## config.mk

```make
export PLATFORM = sky130hd
export DESIGN_NAME = nco_phase_acc
export DESIGN_NICKNAME = d
export VERILOG_FILES = /design/src/rtl/nco_pkg.sv /design/src/rtl/clkena_delay_line.sv /design/src/rtl/nco_phase_acc.sv
export SDC_FILE = /design/constraint.sdc
export NUM_CORES = 1
export LEC_CHECK = 0
export CAP_MARGIN = 20
export CORE_UTILIZATION = 39
export CTS_BUF_LIST = sky130_fd_sc_hd__clkbuf_8
export CTS_CLUSTER_SIZE = 40
export DETAILED_ROUTE_END_ITERATION = 10
export GPL_TIMING_DRIVEN = 1
export SLEW_MARGIN = 20
export SYNTH_ARGS = -nofsm -noshare
export SYNTH_HDL_FRONTEND = slang
export SYNTH_SLANG_ARGS = --single-unit
```

## constraint.sdc

```tcl
create_clock -name clk -period 9.9 [get_ports clk]
set_clock_uncertainty 0.05 [all_clocks]
set_input_delay 2.475 -clock clk [delete_from_list [all_inputs] [get_ports clk]]
set_output_delay 2.475 -clock clk [all_outputs]
set_load 0.05 [all_outputs]
```

## src/rtl/nco_pkg.sv

```systemverilog
// ----------------------------------------------------------------------------
// nco_pkg : shared config struct, widths and rounding-constant helper for the NCO
// Rev 1.0
// ----------------------------------------------------------------------------
`default_nettype none

package nco_pkg;

  localparam int NCO_PWIDTH = 32;

  typedef struct packed {
    logic [NCO_PWIDTH-1:0] freq;
    logic [NCO_PWIDTH-1:0] poff0;
    logic [NCO_PWIDTH-1:0] poff1;
    logic                  mode0;
    logic                  mode1;
  } nco_cfg_t;

  // Half an output LSB, so a plain truncation of (value + constant) rounds half-up.
  function automatic logic [NCO_PWIDTH-1:0] round_const(input int pwidth, input int width,
                                                         input bit round_en);
    logic [NCO_PWIDTH-1:0] one;
    one = {{(NCO_PWIDTH-1){1'b0}}, 1'b1};
    return round_en ? (one << (pwidth - width - 1)) : '0;
  endfunction

endpackage

`default_nettype wire

```

## src/rtl/clkena_delay_line.sv

```systemverilog
// ----------------------------------------------------------------------------
// clkena_delay_line : DEPTH-stage shift register advancing only on clkena
// Rev 1.0
// ----------------------------------------------------------------------------
`default_nettype none

module clkena_delay_line #(
  parameter int WIDTH = 1,
  parameter int DEPTH = 1
) (
  input  logic             clk,
  input  logic             reset,
  input  logic             clkena,
  input  logic [WIDTH-1:0] din,
  output logic [WIDTH-1:0] dout
);

  logic [WIDTH*DEPTH-1:0] pipe_q;
  logic [WIDTH*DEPTH-1:0] pipe_d;

  generate
    if (DEPTH == 1) begin : g_single
      always_comb begin
        pipe_d = clkena ? din : pipe_q;
      end
    end else begin : g_chain
      always_comb begin
        pipe_d = clkena ? {pipe_q[WIDTH*(DEPTH-1)-1:0], din} : pipe_q;
      end
    end
  endgenerate

  always_ff @(posedge clk or posedge reset) begin
    if (reset) pipe_q <= '0;
    else       pipe_q <= pipe_d;
  end

  assign dout = pipe_q[WIDTH*DEPTH-1 -: WIDTH];

endmodule

`default_nettype wire

```

## src/rtl/nco_phase_acc.sv

```systemverilog
// ----------------------------------------------------------------------------
// nco_phase_acc : phase accumulator with shadowed config, two offset phase args
// Rev 1.0
// ----------------------------------------------------------------------------
`default_nettype none

module nco_phase_acc
  import nco_pkg::*;
#(
  parameter int PWIDTH  = NCO_PWIDTH,
  parameter int WIDTH   = 16,
  parameter int ROUND   = 0,
  parameter int ROM_LAT = 4
) (
  input  logic              reset,
  input  logic              clk,
  input  logic              clkena,
  input  logic [PWIDTH-1:0] freq,
  input  logic [PWIDTH-1:0] poff0,
  input  logic [PWIDTH-1:0] poff1,
  input  logic              cfg_mode0,
  input  logic              cfg_mode1,
  input  logic              cfg_load,
  input  logic              cfg_apply,
  input  logic              sync_clr,
  output logic [WIDTH-1:0]  arg0,
  output logic [WIDTH-1:0]  arg1,
  output logic              mode0,
  output logic              mode1,
  output logic              wrap,
  output logic              func_valid
);

  localparam logic [PWIDTH-1:0] RND_C = round_const(PWIDTH, WIDTH, ROUND != 0);

  nco_cfg_t          cfg_in;
  nco_cfg_t          shadow_q, shadow_d;
  nco_cfg_t          active_q, active_d;
  logic              apply_pend_q, apply_pend_d;
  logic              apply_now;
  logic [PWIDTH-1:0] acc_q, acc_d;
  logic [PWIDTH:0]   acc_sum;
  logic [PWIDTH-1:0] sum0, sum1;
  logic [WIDTH-1:0]  arg0_q, arg0_d, arg1_q, arg1_d;
  logic              mode0_q, mode0_d, mode1_q, mode1_d;
  logic              wrap_q, wrap_d;

  always_comb begin
    cfg_in = '{freq: freq, poff0: poff0, poff1: poff1, mode0: cfg_mode0, mode1: cfg_mode1};

    // Shadow capture ignores the stall; an apply in the same cycle sees the
    // freshly loaded inputs because active is fed from shadow_d.
    shadow_d     = cfg_load ? cfg_in : shadow_q;
    apply_now    = clkena && (apply_pend_q || cfg_apply);
    active_d     = apply_now ? shadow_d : active_q;
    apply_pend_d = apply_now ? 1'b0 : (apply_pend_q || cfg_apply);

    acc_sum = {1'b0, acc_q} + {1'b0, active_q.freq};
    sum0    = acc_q + active_q.poff0 + RND_C;
    sum1    = acc_q + active_q.poff1 + RND_C;

    acc_d   = acc_q;
    arg0_d  = arg0_q;
    arg1_d  = arg1_q;
    mode0_d = mode0_q;
    mode1_d = mode1_q;
    wrap_d  = wrap_q;

    if (clkena) begin
      arg0_d  = sum0[PWIDTH-1 -: WIDTH];
      arg1_d  = sum1[PWIDTH-1 -: WIDTH];
      mode0_d = active_q.mode0;
      mode1_d = active_q.mode1;
      wrap_d  = sync_clr ? 1'b0 : acc_sum[PWIDTH];
      acc_d   = sync_clr ? '0 : acc_sum[PWIDTH-1:0];
    end
  end

  always_ff @(posedge clk or posedge reset) begin
    if (reset) begin
      shadow_q     <= '0;
      active_q     <= '0;
      apply_pend_q <= 1'b0;
      acc_q        <= '0;
      arg0_q       <= '0;
      arg1_q       <= '0;
      mode0_q      <= 1'b0;
      mode1_q      <= 1'b0;
      wrap_q       <= 1'b0;
    end else begin
      shadow_q     <= shadow_d;
      active_q     <= active_d;
      apply_pend_q <= apply_pend_d;
      acc_q        <= acc_d;
      arg0_q       <= arg0_d;
      arg1_q       <= arg1_d;
      mode0_q      <= mode0_d;
      mode1_q      <= mode1_d;
      wrap_q       <= wrap_d;
    end
  end

  // One stage for the arg register plus ROM_LAT stages matching the ROM.
  clkena_delay_line #(
    .WIDTH (1),
    .DEPTH (1 + ROM_LAT)
  ) u_valid_pipe (
    .clk    (clk),
    .reset  (reset),
    .clkena (clkena),
    .din    (1'b1),
    .dout   (func_valid)
  );

  assign arg0  = arg0_q;
  assign arg1  = arg1_q;
  assign mode0 = mode0_q;
  assign mode1 = mode1_q;
  assign wrap  = wrap_q;

endmodule

`default_nettype wire

```

Fig. 1: run 1, routing congestion
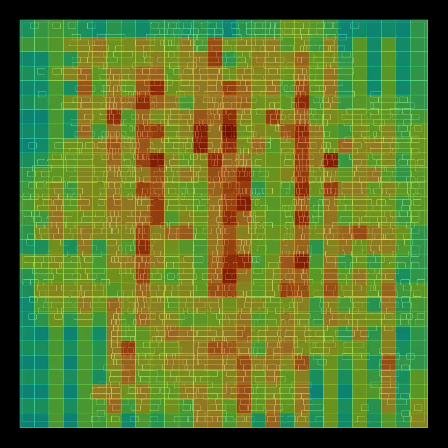
met3 global-route usage: 0.0269
GRT Max-Usage Layer: met2
routing usage on met1: 0.270

Fig. 2: run 1, signal wires on met1
Cells faint in the background.
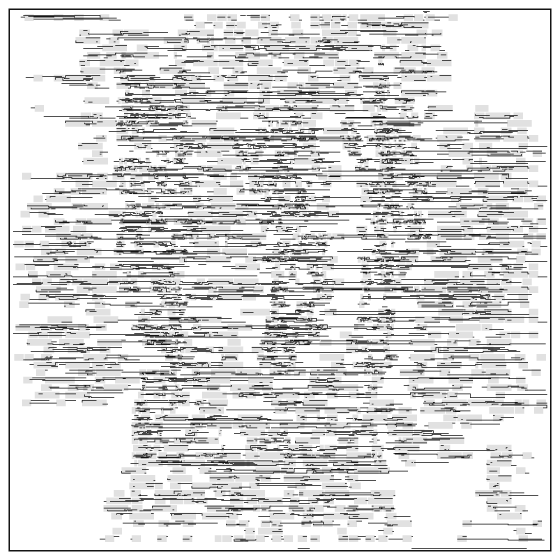
longest straight run: 69.5 um
nets with wire on the layer: 1500
share of all routed wire: 50%
main direction: horizontal
wire length on this layer: 17500 um
via count of the routed design: 10300
total length of routed wires: 35400 um

==> results_dict.tcl, run 1 <==
# collected from the flow reports
set metrics [dict create \
    outcome "complete, no violations" \
    critical_path_cell_by_cell "clkdlybuf4s50_1 -> o21ai_4 -> buf_4 -> mux2_2" \
    wirelength_met1_um 17500 \
    synthesized_chip_area_reported_by_yosys_mm2 0.0145 \
    synth_largest_type_area_fraction 0.466 \
    wire_length_of_the_first_global_routing_pass_um 57100 \
    design.die.area_mm2 0.0378 \
    drt_first_pass_iters 6 \
    synth.lib_cells_used.distinct 76 \
    routed_via_density 5.41 \
    final_max_slew_viol_count 0 \
    layout_top_cell "dfrtp_1" \
    clock_sinks 269 \
    cts_tree "yes" \
    htree_levels 2 \
    area_delta_synth_final_pct 19.0 \
    synthMostInstantiatedCell "dfrtp_1" \
    grt_pass1_vias 10500 \
    die.size.y_um 195 \
    setup.worst_path.end_class "register" \
    grt_max_degree 152 \
    synth_top_cell_by_area "dfrtp_1" \
    timing.critical_path.from "cfg_apply" \
    enable_flop_cells 0 \
    routedWlPerCell_um 18.6 \
    grt-ovfl-total 0 \
    share_comb_of_total_power 0.487 \
    worstReg2RegEnd "acc_q[30]" \
    worstPathArrival_ns 5.04 \
    ys_top_cells_by_area "dfrtp_1 (47%), mux2_2 (17%), ha_1 (8.0%)" \
    numSynthFlops 269 \
    slew_of_the_pin_with_the_lowest_slew_margin_ns 1.02 \
    cts_hold_repair.buffers 0 \
    nNetsFinal 1606 \
    clock-root-buffer "clkbuf_8" \
    power-per-cell-area_mw_per_mm2 297 \
    fin_setup_tns_ns 0 \
    setup_violations 0 \
    global_route_met2_utilization 0.302 \
    fmax_mhz 215 \
    clk_path_buf_depth 3 \
    routabilityCongestion 0.861 \
    cap_violations 0 \
    worst-path-buf-inv 2 \
    dominant_flop_cell "dfrtp_1" \
    number_of_remaining_drc_errors 0 \
    powerClk_w 0.00102 \
    synthesized_area_mm2 0.0145 \
    reg_to_reg_start "acc_q[0]" \
    total_leakage_power_nw 7.52 \
    power-top-group "combinational cells" \
    hold_slack_ns 0.423 \
    min_period_ns 4.66 \
    seq_cell_power_w 0.00160 \
    worst-r2r-setup-slack_ns 6.85 \
    ys_seq_frac 0.466 \
    antenna-diode-count 0 \
    path_depth 4 \
    cts-buffers-inserted 46 \
    criticalPathCategory "in2reg" \
    avgSynthCellArea_um2 11.4 \
    final_cycle_share 0.471 \
    critical_path.endpoint "active_q[35]" \
    hold_path.class "reg2reg" \
    groute.usage.overall 0.189 \
    antenna_found_initial 0 \
    max-vdd-ir-drop_uv 138 \
    post_dp_cell_area_mm2 0.0163 \
    pg_comb_w 0.00249 \
    maxSlewHeadroom 0.317 \
    timing.critical_path.max_delay_family "buffers and inverters" \
    detailed_place_hpwl_um 26100 \
    yosysCellCount 1272 \
    power.switching_w 0.00214 \
    log.warning_count 28 \
    post-route-worst-setup-slack_ns 5.24 \
    number_of_cell_instances_on_the_worst_register_to_register_path 11 \
    routed-wl-met2_um 16100 \
    die-width_um 195 \
    floorplan.nets 1469 \
    drt-initial-drc-count 530 \
    placed_cells_incl_taps 1829 \
    cell_count_final_fillers_out 1904 \
    seqPwrFrac 0.313 \
    top_layer_used "met4" \
    post_synth_most_frequent_cells "dfrtp_1 (269), mux2_2 (222), a21oi_1 (103), ha_1 (92), nand2_1 (66)" \
    final-hold-violation-count 0 \
    internal_dissipation_w 0.00297 \
    place_worst_setup_slack_ns 4.61 \
    worst_ep_required_time_ns 10.28 \
    portbufs 139 \
    lay_top_cells "dfrtp_1 (269), mux2_2 (222), clkdlybuf4s50_1 (137)" \
    std_cell_rows 70 \
    netlist_instances 1272 \
    post-cts-setup-buffer-count 0 \
    critPathLaunchType "primary input" \
    path_max_fanout 73 \
    pin_count 140 \
    clk_pin_slew_ns 0.05 \
    slowest_delay_ns 0.83 \
    final_cell_area_mm2 0.0172 \
    grt_setup_unrepaired "no" \
    clock_network_fraction_of_total_power 0.199 \
    insertion_delay_late_pin_ns 0.56 \
    power_switching_share 0.419 \
    cpMaxStageDelayCell "buf_4" \
    synthesis.yosys.warnings 0 \
    wire_length_on_met3_um 1150 \
    power.total_w 0.00512 \
    cts_resized 0 \
    antenna_left 0 \
    synth-async-reset-ratio 1.00 \
    final.fill_count 3355 \
    layout-drive-gt1-share 0.219 \
]
Fig. 3: run 1, cell area per tile
The bar under the picture is 50 um long. 19 x 19 tiles, from dark blue (low) to red (high), 0 to 100% covered.
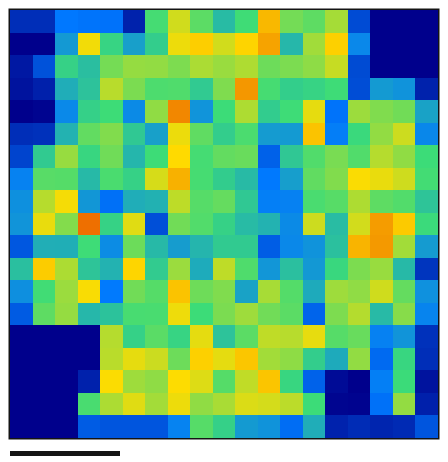
emptiest ninth of the die: lower left
fullest tile: 87%
nearly empty tiles: 9.1%
mean over tiles: 44%
tiles over 75% full: 5.8%
CORE AREA: 0.0365 mm2
Pre-Place Util: 0.396
final core utilization: 0.471

run 1: logic make-up after synthesis:
| family | synth area share |
|---|---|
| AND-OR/OR-AND | 0.148 |
| buffers and inverters | 0.0227 |
| flip-flops | 0.466 |
| XOR/XNOR | 0.0297 |
| adder cells (fa/ha/maj) | 0.0810 |
| multiplexers | 0.174 |
| AND/OR/NAND/NOR | 0.0787 |
run 1: worst min path at each step:
| stage | startpoint | end | depth (start not counted) |
|---|---|---|---|
| 6_report | u_valid_pipe.pipe_q[0] | u_valid_pipe.pipe_q[0] | 1 |
| 5_1_grt | shadow_q[10] | shadow_q[10] | 1 |
| 4_1_cts | u_valid_pipe.pipe_q[0] | u_valid_pipe.pipe_q[0] | 1 |
| 3_5_place_dp | u_valid_pipe.pipe_q[0] | u_valid_pipe.pipe_q[0] | 1 |
| 3_3_place_gp | u_valid_pipe.pipe_q[0] | u_valid_pipe.pipe_q[0] | 1 |
| 2_1_floorplan | u_valid_pipe.pipe_q[0] | u_valid_pipe.pipe_q[0] | 1 |
run 1: final cells by class:
cell class / instances / area (um2) / share of cell area
Tap cell: 468 / 586 / 0.0340
Sequential cell: 269 / 6730 / 0.391
Inverter: 26 / 101 / 0.00589
Timing Repair Buffer: 146 / 1450 / 0.0842
Multi-Input combinational cell: 920 / 7420 / 0.431
Clock inverter: 20 / 170 / 0.00989
Clock buffer: 55 / 757 / 0.0440
run 1: state kept, by name, indices dropped and copies added, names as in the netlist:
name                 flops
arg0                    16
acc_q                   32
wrap                     1
mode0                    1
u_valid_pipe.pipe_q      5
mode1                    1
arg1                    16
apply_pend_q             1
shadow_q                98
active_q                98
--- run 2 (diff from run 1) ---
==> constraint.sdc (replaced) <==
create_clock -name clk -period 4.7 [get_ports clk]
set_clock_uncertainty 0.05 [all_clocks]
set_input_delay 1.175 -clock clk [delete_from_list [all_inputs] [get_ports clk]]
set_output_delay 1.175 -clock clk [all_outputs]
set_load 0.05 [all_outputs]
Fig. 4: run 2, signal wires on met1
Cells faint in the background.
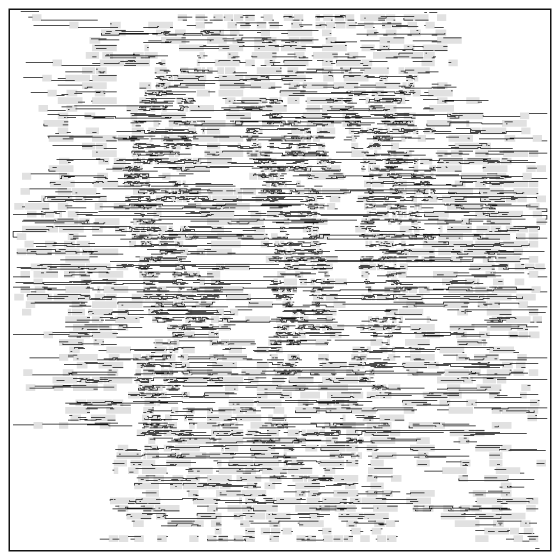
main direction: horizontal
wire length on this layer: 17400 um

==> results_dict.tcl, run 2 <==
# collected from the flow reports
set metrics [dict create \
    initial_core_util 0.396 \
    detailed_place_hpwl_um 25700 \
    cpMaxStageDelayCell "clkdlybuf4s50_1" \
    drt-initial-drc-count 657 \
    netlist_instances 1272 \
    floorplan.nets 1469 \
    reg_to_reg_start "acc_q[0]" \
    fmax_mhz 333 \
    clk_pin_slew_ns 0.06 \
    synth-async-reset-ratio 1.00 \
    post_dp_cell_area_mm2 0.0163 \
    final_cycle_share 0.639 \
    groute.usage.overall 0.190 \
    timing.critical_path.max_delay_family "buffers and inverters" \
    final.fill_count 3382 \
    antenna_left 0 \
    wire_length_of_the_first_global_routing_pass_um 57300 \
    post_synth_most_frequent_cells "dfrtp_1 (269), mux2_2 (222), a21oi_1 (103), ha_1 (92), nand2_1 (66)" \
    synth_largest_type_area_fraction 0.466 \
    grt_pass1_vias 10600 \
    htree_levels 2 \
    grt-ovfl-total 0 \
    area_delta_synth_final_pct 19.3 \
    synthesized_area_mm2 0.0145 \
    final-hold-violation-count 0 \
    critical_path_cell_by_cell "clkdlybuf4s50_1" \
    ys_seq_frac 0.466 \
    detail_route.wirelength_um 35300 \
    final_cell_area_mm2 0.0172 \
    layout.core_utilization 0.472 \
    numSynthFlops 269 \
    routabilityCongestion 0.871 \
    synthesized_chip_area_reported_by_yosys_mm2 0.0145 \
    hold_slack_ns 0.414 \
    dominant_flop_cell "dfrtp_1" \
    clock-root-buffer "clkbuf_8" \
    total_leakage_power_nw 7.56 \
    grt_max_degree 100 \
    number_of_remaining_drc_errors 0 \
    yosysCellCount 1272 \
    criticalPathCategory "reg2out" \
    clock_sinks 269 \
    critPathLaunchType "register" \
    enable_flop_cells 0 \
    power.total_w 0.0107 \
    std_cell_rows 70 \
    cts_tree "yes" \
    nNetsFinal 1607 \
    place_worst_setup_slack_ns 1.70 \
    cts-buffers-inserted 46 \
    critical_path.endpoint "arg0[0]" \
    cts_resized 0 \
    biggestRegsByFlops "active_q x98, shadow_q x98, acc_q x32" \
    pin_count 140 \
    worstReg2RegEnd "acc_q[30]" \
    final-seq-area_mm2 0.00673 \
    die-width_um 195 \
    layout-drive-gt1-share 0.218 \
    worst-path-buf-inv 1 \
    synthesis.yosys.warnings 0 \
    cts_hold_repair.buffers 0 \
    layout_top_cell "dfrtp_1" \
    timing.critical_path.from "arg0[0]" \
    log.warning_count 27 \
    die.size.y_um 195 \
    logic_area_mm2 0.00741 \
    routedWlPerCell_um 18.5 \
    num_vias 10300 \
    design.die.area_mm2 0.0378 \
    max-vdd-ir-drop_uv 268 \
    ys_top_cells_by_area "dfrtp_1 (47%), mux2_2 (17%), ha_1 (8.0%)" \
    clk_path_buf_depth 3 \
    insertion_delay_late_pin_ns 0.58 \
    lay_top_cells "dfrtp_1 (269), mux2_2 (222), clkdlybuf4s50_1 (137)" \
    slowest_delay_ns 0.82 \
    synthMostInstantiatedCell "dfrtp_1" \
    maxSlewHeadroom 0.404 \
    power-per-cell-area_mw_per_mm2 623 \
    drt_first_pass_iters 7 \
    outcome "complete, no violations" \
    antenna_found_initial 0 \
    min_period_ns 3.01 \
    number_of_cell_instances_on_the_worst_register_to_register_path 11 \
    cap_violations 0 \
    path_depth 1 \
    core_area_mm2 0.0365 \
    setup_violations 0 \
    post-cts-setup-buffer-count 0 \
    final_max_slew_viol_count 0 \
    portbufs 139 \
    slew_of_the_pin_with_the_lowest_slew_margin_ns 0.892 \
    path_max_fanout 2 \
    worst_ep_required_time_ns 3.47 \
    worst-r2r-setup-slack_ns 1.71 \
    antenna-diode-count 0 \
    post-route-worst-setup-slack_ns 1.69 \
    grt_setup_unrepaired "no" \
    hold_path.class "reg2reg" \
    avgSynthCellArea_um2 11.4 \
    routed_via_density 5.43 \
    setup.worst_path.end_class "primary output" \
    worstPathArrival_ns 1.78 \
    synth_top_cell_by_area "dfrtp_1" \
    synth.lib_cells_used.distinct 76 \
]
## run 2: cell type report
| cell class | instances | area share |
|---|---|---|
| well taps | 468 | 0.0340 |
| clock buffers | 56 | 0.0447 |
| repair buffers | 147 | 0.0874 |
| flip-flops and latches | 269 | 0.390 |
| multi-input cells | 920 | 0.430 |
| clock inverters | 21 | 0.00805 |
| inverters | 26 | 0.00588 |
## run 2: cells by family after synthesis
kind of cell | synth area share
buffers and inverters | 0.0227
AND/OR/NAND/NOR | 0.0787
adder cells (fa/ha/maj) | 0.0810
AND-OR/OR-AND | 0.148
XOR/XNOR | 0.0297
multiplexers | 0.174
flip-flops | 0.466
## run 2: stage by stage
stage                     setup TNS (ns)  std cells
after detailed placement               0       1830
after global routing                   0       1907
after floorplan                   -21.10       1272
final                                  0       1907
after CTS                              0       1907
after global placement                 0       1830
## run 2: where the power goes
part	internal (W)	switching [W]	leakage (nW)
clock	0.00118	0.000918	0.523
sequential	0.00285	0.000500	3.18
combinational	0.00220	0.00310	3.85
## run 2: how the worst min path moves through the flow
stage | start | to | depth (start not counted)
2_1_floorplan | u_valid_pipe.pipe_q[0] | u_valid_pipe.pipe_q[0] | 1
3_3_place_gp | u_valid_pipe.pipe_q[0] | u_valid_pipe.pipe_q[0] | 1
3_5_place_dp | u_valid_pipe.pipe_q[0] | u_valid_pipe.pipe_q[0] | 1
4_1_cts | u_valid_pipe.pipe_q[0] | u_valid_pipe.pipe_q[0] | 1
5_1_grt | u_valid_pipe.pipe_q[0] | u_valid_pipe.pipe_q[0] | 1
6_report | u_valid_pipe.pipe_q[0] | u_valid_pipe.pipe_q[0] | 1
## run 2: layer usage
metal	part of all wire	up-vias	GRT usage
met3	0.039	54	0.0298
li1	-	4999	-
met5	0	-	0
met2	0.45	218	0.294
met4	0.021	0	0.0567
met1	0.49	5075	0.272
--- run 3 (diff from run 2) ---
==> constraint.sdc (replaced) <==
create_clock -name clk -period 3 [get_ports clk]
set_clock_uncertainty 0.05 [all_clocks]
set_input_delay 0.75 -clock clk [delete_from_list [all_inputs] [get_ports clk]]
set_output_delay 0.75 -clock clk [all_outputs]
set_load 0.05 [all_outputs]
Fig. 5: run 3, cell area per tile
The bar under the picture is 50 um long. 19 x 19 tiles, from dark blue (low) to red (high), 0 to 100% covered.
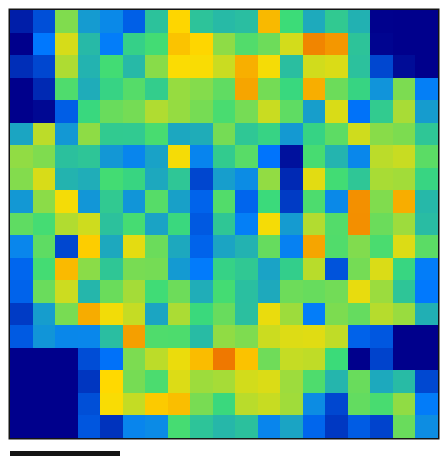
emptiest ninth of the die: lower left
fullest tile: 86%
mean over tiles: 45%
tiles over 75% full: 6.4%
nearly empty tiles: 7.8%
final core utilization: 0.481

==> results_dict.tcl, run 3 <==
# collected from the flow reports
set metrics [dict create \
    final_cell_area_mm2 0.0176 \
    placed_cells_incl_taps 1852 \
    pin_count 140 \
    yosysCellCount 1272 \
    synthesis.yosys.warnings 0 \
    worst_ep_required_time_ns 3.42 \
    maxSlewHeadroom 0.595 \
    worstPathArrival_ns 3.26 \
    power-per-cell-area_mw_per_mm2 991 \
    numSynthFlops 269 \
    final-hold-violation-count 0 \
    routabilityCongestion 0.873 \
    cap_violations 0 \
    antenna_left 0 \
    path_depth 9 \
    dominant_flop_cell "dfrtp_1" \
    routed_via_density 5.43 \
    cts-buffers-inserted 47 \
    grt_pass1_vias 10800 \
    wire_length_of_the_first_global_routing_pass_um 58900 \
    enable_flop_cells 0 \
    grt_max_degree 99 \
    outcome "complete, no violations" \
    number_of_cell_instances_on_the_worst_register_to_register_path 9 \
    num_vias 10500 \
    slowest_delay_ns 0.45 \
    clock_sinks 269 \
    antenna-diode-count 0 \
    worst-path-buf-inv 0 \
    synthesized_chip_area_reported_by_yosys_mm2 0.0145 \
    detail_route.wirelength_um 36500 \
    ys_top_cells_by_area "dfrtp_1 (47%), mux2_2 (17%), ha_1 (8.0%)" \
    criticalPathCategory "reg2reg" \
    biggestRegsByFlops "active_q x98, shadow_q x98, acc_q x32" \
    hold_slack_ns 0.385 \
    hold_path.class "in2async" \
    portbufs 139 \
    avgSynthCellArea_um2 11.4 \
    fin_setup_tns_ns 0 \
    groute.usage.overall 0.197 \
    insertion_delay_late_pin_ns 0.61 \
    setup.worst_path.end_class "register" \
    die-width_um 195 \
    floorplan.nets 1469 \
    nNetsFinal 1631 \
    die.size.y_um 195 \
    cpMaxStageDelayCell "dfrtp_1" \
    ys_top_logic_family "multiplexers" \
    synthMostInstantiatedCell "dfrtp_1" \
    routedWlPerCell_um 18.9 \
    worst-r2r-setup-slack_ns 0.16 \
    area_delta_synth_final_pct 21.5 \
    cts_tree "yes" \
    cell_count_final_fillers_out 1934 \
    synth-async-reset-ratio 1.00 \
    design.die.area_mm2 0.0378 \
    arithmetic_cell_share_of_the_synthesized_area_counting_full_adders_half_adders_and_majority_gates 0.0810 \
    critical_path_cell_by_cell "ha_1 -> nand4_1 -> nor4_1 -> o21ai_0 -> nand2_1 -> a21oi_1 -> o41ai_2 -> xor2_1 -> mux2_2" \
    total_leakage_power_nw 7.70 \
    final_max_slew_viol_count 0 \
    power.total_w 0.0174 \
    detailed_place_hpwl_um 26900 \
    slew_of_the_pin_with_the_lowest_slew_margin_ns 0.602 \
    final.fill_count 3396 \
    post_dp_cell_area_mm2 0.0165 \
    place_worst_setup_slack_ns 0.0402 \
    critical_path.endpoint "arg1[10]" \
    logic_area_mm2 0.00747 \
    final-seq-area_mm2 0.00673 \
    yosys-mux-area-fraction 0.174 \
    lay_top_cells "dfrtp_1 (269), mux2_2 (222), clkdlybuf4s50_1 (137)" \
    log.warning_count 27 \
    fmax_mhz 353 \
    initial_core_util 0.396 \
    layout-drive-gt1-share 0.239 \
    synth-simple-area-share 0.0787 \
    worstReg2RegEnd "arg1[10]" \
    final_cycle_share 0.946 \
    std_cell_rows 70 \
    drt_first_pass_iters 7 \
    core_area_mm2 0.0365 \
    netlist_instances 1272 \
    synthesized_area_mm2 0.0145 \
    drt-initial-drc-count 569 \
    min_period_ns 2.84 \
    synth.cellmix.xorXnorShare 0.0297 \
]
## run 3: cell counts after synthesis
Identical to the previous run, type by type.
## run 3: logic make-up after synthesis
| family | count (synthesis) |
|---|---|
| flip-flops | 269 |
| XOR/XNOR | 49 |
| AND-OR/OR-AND | 326 |
| adder cells (fa/ha/maj) | 93 |
| buffers and inverters | 83 |
| multiplexers | 224 |
| AND/OR/NAND/NOR | 228 |
## run 3: area by class of cell
cell class | instances | share of cell area
clock buffers | 62 | 0.0486
clock inverters | 19 | 0.00812
inverters | 26 | 0.00577
multi-input cells | 920 | 0.425
flip-flops and latches | 269 | 0.383
well taps | 468 | 0.0333
repair buffers | 170 | 0.0956
## run 3: how the worst min path moves through the flow
| stage | from | end | depth (start not counted) |
|---|---|---|---|
| 6_report | reset | active_q[12] | 2 |
| 5_1_grt | reset | shadow_q[13] | 2 |
| 4_1_cts | reset | active_q[12] | 2 |
| 3_3_place_gp | u_valid_pipe.pipe_q[0] | u_valid_pipe.pipe_q[0] | 1 |
| 2_1_floorplan | u_valid_pipe.pipe_q[0] | u_valid_pipe.pipe_q[0] | 1 |
| 3_5_place_dp | u_valid_pipe.pipe_q[0] | u_valid_pipe.pipe_q[0] | 1 |
## run 3: power breakdown
group,internal (W),switching (W)
Clock,0.00201,0.00152
Sequential,0.00446,0.000800
Combinational,0.00364,0.00496
Total,0.0101,0.00728
## run 3: routing by layer
metal	wire length (um)	up-vias	part of all wire	GRT usage
met3	1440	59	0.039	0.0370
met5	0	-	0	0
met2	16300	220	0.45	0.306
met4	727	0	0.020	0.0532
li1	-	5051	-	-
met1	18100	5171	0.50	0.282
## run 3: what timing repair did
item                       4_1_cts  5_1_grt
hold buffers                     0        0
setup endpoints to repair        0       10
gates resized                    0       11
buffers inserted                 0        1
Power is estimated from default activity; no workload was simulated.
